--- config.mk ---
export PLATFORM = sky130hd
export DESIGN_NAME = alu_arbiter
export DESIGN_NICKNAME = d
export VERILOG_FILES = /design/src/rtl/alu_arbiter_pkg.sv /design/src/rtl/alu_arbiter_alu.sv /design/src/rtl/alu_arbiter.sv
export SDC_FILE = /design/constraint.sdc
export NUM_CORES = 1
export LEC_CHECK = 0
export CAP_MARGIN = 15
export CORE_AREA = 8 8 199 154
export DETAILED_ROUTE_END_ITERATION = 8
export DIE_AREA = 0 0 207 162
export GPL_TIMING_DRIVEN = 0
export PLACE_DENSITY = 0.73
export SETUP_SLACK_MARGIN = 0.2
export SLEW_MARGIN = 40
export SYNTH_ARGS = -nofsm -noshare
export SYNTH_HDL_FRONTEND = slang
export SYNTH_SLANG_ARGS = --single-unit
export TNS_END_PERCENT = 10
--- constraint.sdc ---
create_clock -name clk_i -period 5.4 [get_ports clk_i]
set_clock_uncertainty 0.2 [all_clocks]
set_input_delay 0.54 -clock clk_i [delete_from_list [all_inputs] [get_ports clk_i]]
set_output_delay 0.54 -clock clk_i [all_outputs]
set_load 0.1 [all_outputs]
--- src/rtl/alu_arbiter_pkg.sv ---
// Shared definitions for the two-requester ALU arbiter: ALU control codes,
// legal-code check and the arbiter FSM state type.
package alu_arbiter_pkg;

   localparam logic [3:0] CTL_AND = 4'd0;
   localparam logic [3:0] CTL_OR  = 4'd1;
   localparam logic [3:0] CTL_ADD = 4'd2;
   localparam logic [3:0] CTL_SUB = 4'd6;
   localparam logic [3:0] CTL_SLT = 4'd7;
   localparam logic [3:0] CTL_NOR = 4'd12;

   typedef enum logic [1:0] {
      ST_IDLE = 2'd0,
      ST_EXEC = 2'd1,
      ST_RESP = 2'd2
   } state_e;

   function automatic logic ctl_legal(input logic [3:0] ctl);
      case (ctl)
         CTL_AND, CTL_OR, CTL_ADD, CTL_SUB, CTL_SLT, CTL_NOR: return 1'b1;
         default: return 1'b0;
      endcase
   endfunction

endpackage

--- src/rtl/alu_arbiter_alu.sv ---
// Single-cycle combinational ALU; unknown control codes produce a zero result.
module alu_arbiter_alu
   import alu_arbiter_pkg::*;
#(
   parameter int W = 32
) (
   input  logic [3:0]   ctl,
   input  logic [W-1:0] a,
   input  logic [W-1:0] b,
   output logic [W-1:0] alu_out,
   output logic         zero
);

   always_comb begin
      alu_out = '0;
      case (ctl)
         CTL_AND: alu_out = a & b;
         CTL_OR:  alu_out = a | b;
         CTL_ADD: alu_out = a + b;
         CTL_SUB: alu_out = a - b;
         CTL_SLT: alu_out = {{(W-1){1'b0}}, ($signed(a) < $signed(b))};
         CTL_NOR: alu_out = ~(a | b);
         default: alu_out = '0;
      endcase
      zero = (alu_out == '0);
   end

endmodule

--- src/rtl/alu_arbiter.sv ---
// Round-robin arbiter sharing one ALU between two requesters; one operation
// in flight at a time, result returned on the owner's response channel.
module alu_arbiter
   import alu_arbiter_pkg::*;
#(
   parameter int W    = 32,
   parameter int CNTW = 16
) (
   input  logic            clk_i,
   input  logic            rst_i,
   input  logic            req0_valid_i,
   output logic            req0_ready_o,
   input  logic [3:0]      req0_ctl_i,
   input  logic [W-1:0]    req0_a_i,
   input  logic [W-1:0]    req0_b_i,
   input  logic            req1_valid_i,
   output logic            req1_ready_o,
   input  logic [3:0]      req1_ctl_i,
   input  logic [W-1:0]    req1_a_i,
   input  logic [W-1:0]    req1_b_i,
   output logic            rsp0_valid_o,
   input  logic            rsp0_ready_i,
   output logic [W-1:0]    rsp0_result_o,
   output logic            rsp0_zero_o,
   output logic            rsp0_err_o,
   output logic            rsp1_valid_o,
   input  logic            rsp1_ready_i,
   output logic [W-1:0]    rsp1_result_o,
   output logic            rsp1_zero_o,
   output logic            rsp1_err_o,
   output logic            busy_o,
   output logic [CNTW-1:0] ops_cnt_o,
   output logic [1:0]      state_o
);

   // Handshakes: a transfer happens on a rising edge where valid and ready are
   // both 1; the sender holds valid and payload stable until that edge.

   state_e          state, state_nxt;
   logic [3:0]      op_ctl;
   logic [W-1:0]    op_a, op_b;
   logic            owner, prio, grant;
   logic [W-1:0]    res_q;
   logic            res_zero_q, res_err_q;
   logic [CNTW-1:0] ops_cnt;
   logic [W-1:0]    alu_out;
   logic            alu_zero;
   logic            rsp_done;

   alu_arbiter_alu #(.W(W)) u_alu (
      .ctl     (op_ctl),
      .a       (op_a),
      .b       (op_b),
      .alu_out (alu_out),
      .zero    (alu_zero)
   );

   always_comb begin
      state_nxt    = state;
      req0_ready_o = 1'b0;
      req1_ready_o = 1'b0;
      grant        = 1'b0;
      rsp_done     = 1'b0;
      case (state)
         ST_IDLE: begin
            // prio only matters when both requesters are waiting
            if (req0_valid_i && (!req1_valid_i || !prio)) begin
               req0_ready_o = 1'b1;
               state_nxt    = ST_EXEC;
            end else if (req1_valid_i) begin
               req1_ready_o = 1'b1;
               grant        = 1'b1;
               state_nxt    = ST_EXEC;
            end
         end
         ST_EXEC: state_nxt = ST_RESP;
         ST_RESP: begin
            rsp_done = owner ? rsp1_ready_i : rsp0_ready_i;
            if (rsp_done) state_nxt = ST_IDLE;
         end
         default: state_nxt = ST_IDLE;
      endcase
   end

   always_ff @(posedge clk_i or negedge rst_i) begin
      if (!rst_i) begin
         state      <= ST_IDLE;
         op_ctl     <= '0;
         op_a       <= '0;
         op_b       <= '0;
         owner      <= 1'b0;
         prio       <= 1'b0;
         res_q      <= '0;
         res_zero_q <= 1'b0;
         res_err_q  <= 1'b0;
         ops_cnt    <= '0;
      end else begin
         state <= state_nxt;
         if (req0_ready_o || req1_ready_o) begin
            op_ctl <= grant ? req1_ctl_i : req0_ctl_i;
            op_a   <= grant ? req1_a_i   : req0_a_i;
            op_b   <= grant ? req1_b_i   : req0_b_i;
            owner  <= grant;
         end
         if (state == ST_EXEC) begin
            res_q      <= alu_out;
            res_zero_q <= alu_zero;
            res_err_q  <= !ctl_legal(op_ctl);
         end
         if (rsp_done) begin
            ops_cnt <= ops_cnt + 1'b1;
            prio    <= ~owner;
         end
      end
   end

   assign rsp0_valid_o  = (state == ST_RESP) && !owner;
   assign rsp1_valid_o  = (state == ST_RESP) && owner;
   assign rsp0_result_o = res_q;
   assign rsp0_zero_o   = res_zero_q;
   assign rsp0_err_o    = res_err_q;
   assign rsp1_result_o = res_q;
   assign rsp1_zero_o   = res_zero_q;
   assign rsp1_err_o    = res_err_q;
   assign busy_o        = (state != ST_IDLE);
   assign ops_cnt_o     = ops_cnt;
   assign state_o       = state;

endmodule

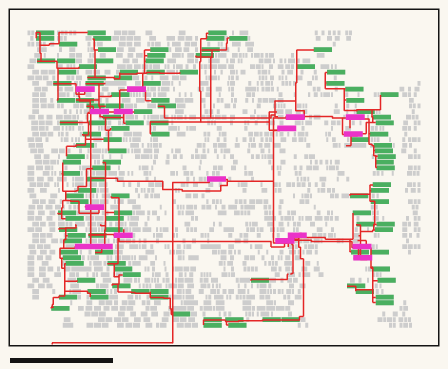
(images/clk_routes.png)
The bar under the picture is 50 um long.
Key: clock drivers = magenta [count 17]; flip-flops = green [count 122]; clock wires = red [length 2,170 um]
There are 18 routed clock nets. Position of the flops: spread over the die.

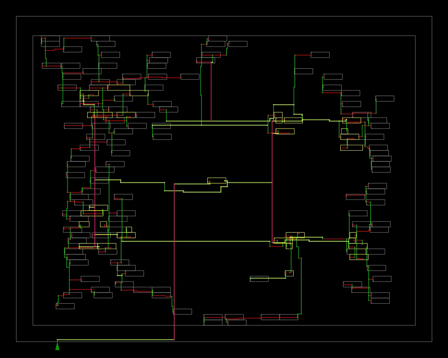
(images/clocks.png)
CTS Sinks: 122
seq_cells: 122

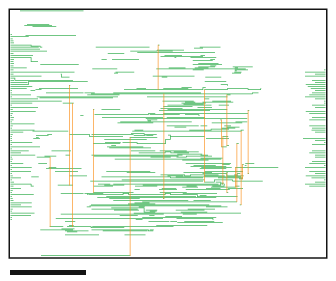
(images/wires.png)
The bar under the picture is 50 um long. Two of the layers only.
Key: metal 4 = orange [wire length 728 um]; metal 3 = green [wire length 6,390 um]
Vias: 11,700
WL/cell: 23.9 um
Post-Route WL: 46.8 mm
GRT Overall Usage: 27.1%

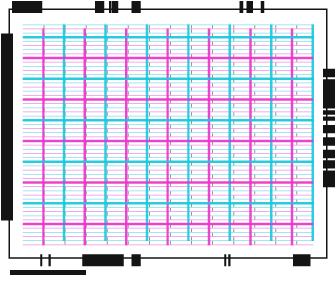
(images/power_grid.png)
The bar under the picture is 50 um long. Pins as bars on the die edge. Tap cells in grey.
Key: VSS = magenta; VDD = cyan
357 tap cells. The core has 53 rows. 14 straps on met4. 233 signal pins sit on the boundary. 10 straps on met5.

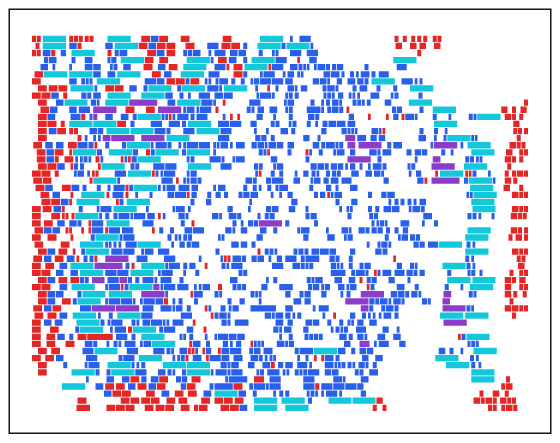
(images/placement_by_type.png)
Key: sequential cells = cyan [cells 122]; clock drivers and dummy loads = purple [cells 32]; remaining buffers and delay cells = red [cells 359]; combinational and other logic = blue [cells 1,089]
CORE AREA: 0.0275 mm2
post-layout util: 50.4%
Design Area, Final: 0.0138 mm2
row count: 53

==> flow_metrics.py <==
# Auto-generated metrics
metrics = {
    "run_status": {
        "status": "finished, final reports clean",
    },
    "clock_tree": {
        "cts.hold.buffers_added": 1,
        "cts_tree": "yes",
        "cts_max_level": 4,
        "cts_setup_buffers": 0,
    },
    "synth": {
        "ys_cells": 1335,
        "ys_seq_share_pct": 28.4,
        "synth_adder_area_share_pct": 12.4,
        "syn_nets": 1582,
        "area_leaders": "dfrtp_1 28%, ha_1 12%, o21ai_0 6.7%",
    },
    "finish": {
        "diodes": 1,
        "clockBufferCount": 18,
        "inv_count": 102,
        "final_cell_mix": "144 x o21ai_0, 140 x clkdlybuf4s50_1, 122 x dfrtp_1, 111 x nand2_1, 103 x ha_1",
        "clock_area_share_pct": 4.52,
    },
    "floorplanning": {
        "initCoreUtil_pct": 39.2,
        "ios": 233,
    },
    "sta": {
        "rsz0062_at_grt": "false",
        "slew-limit-headroom_pct": 41.9,
        "slew_violations": 0,
        "max_freq_mhz": 194,
    },
    "detailed_routing": {
        "drt-pass1-iter-count": 5,
        "postRouteAntennaNets": 0,
    },
    "critical_path": {
        "reg2reg_depth": 13,
        "endpoint_kind": "flop",
        "reg2reg_from": "op_a[9]",
        "worstPathMaxFanout": 10,
        "regToRegEndpoint": "rsp0_zero_o",
    },
    "place": {
        "numPlacedInstances": 1925,
        "io_buffer_count": 232,
    },
    "grt": {
        "grt_pass1_wl_mm": 70.2,
    },
    "min_path": {
        "holdCritPathClass": "flop to flop",
    },
}
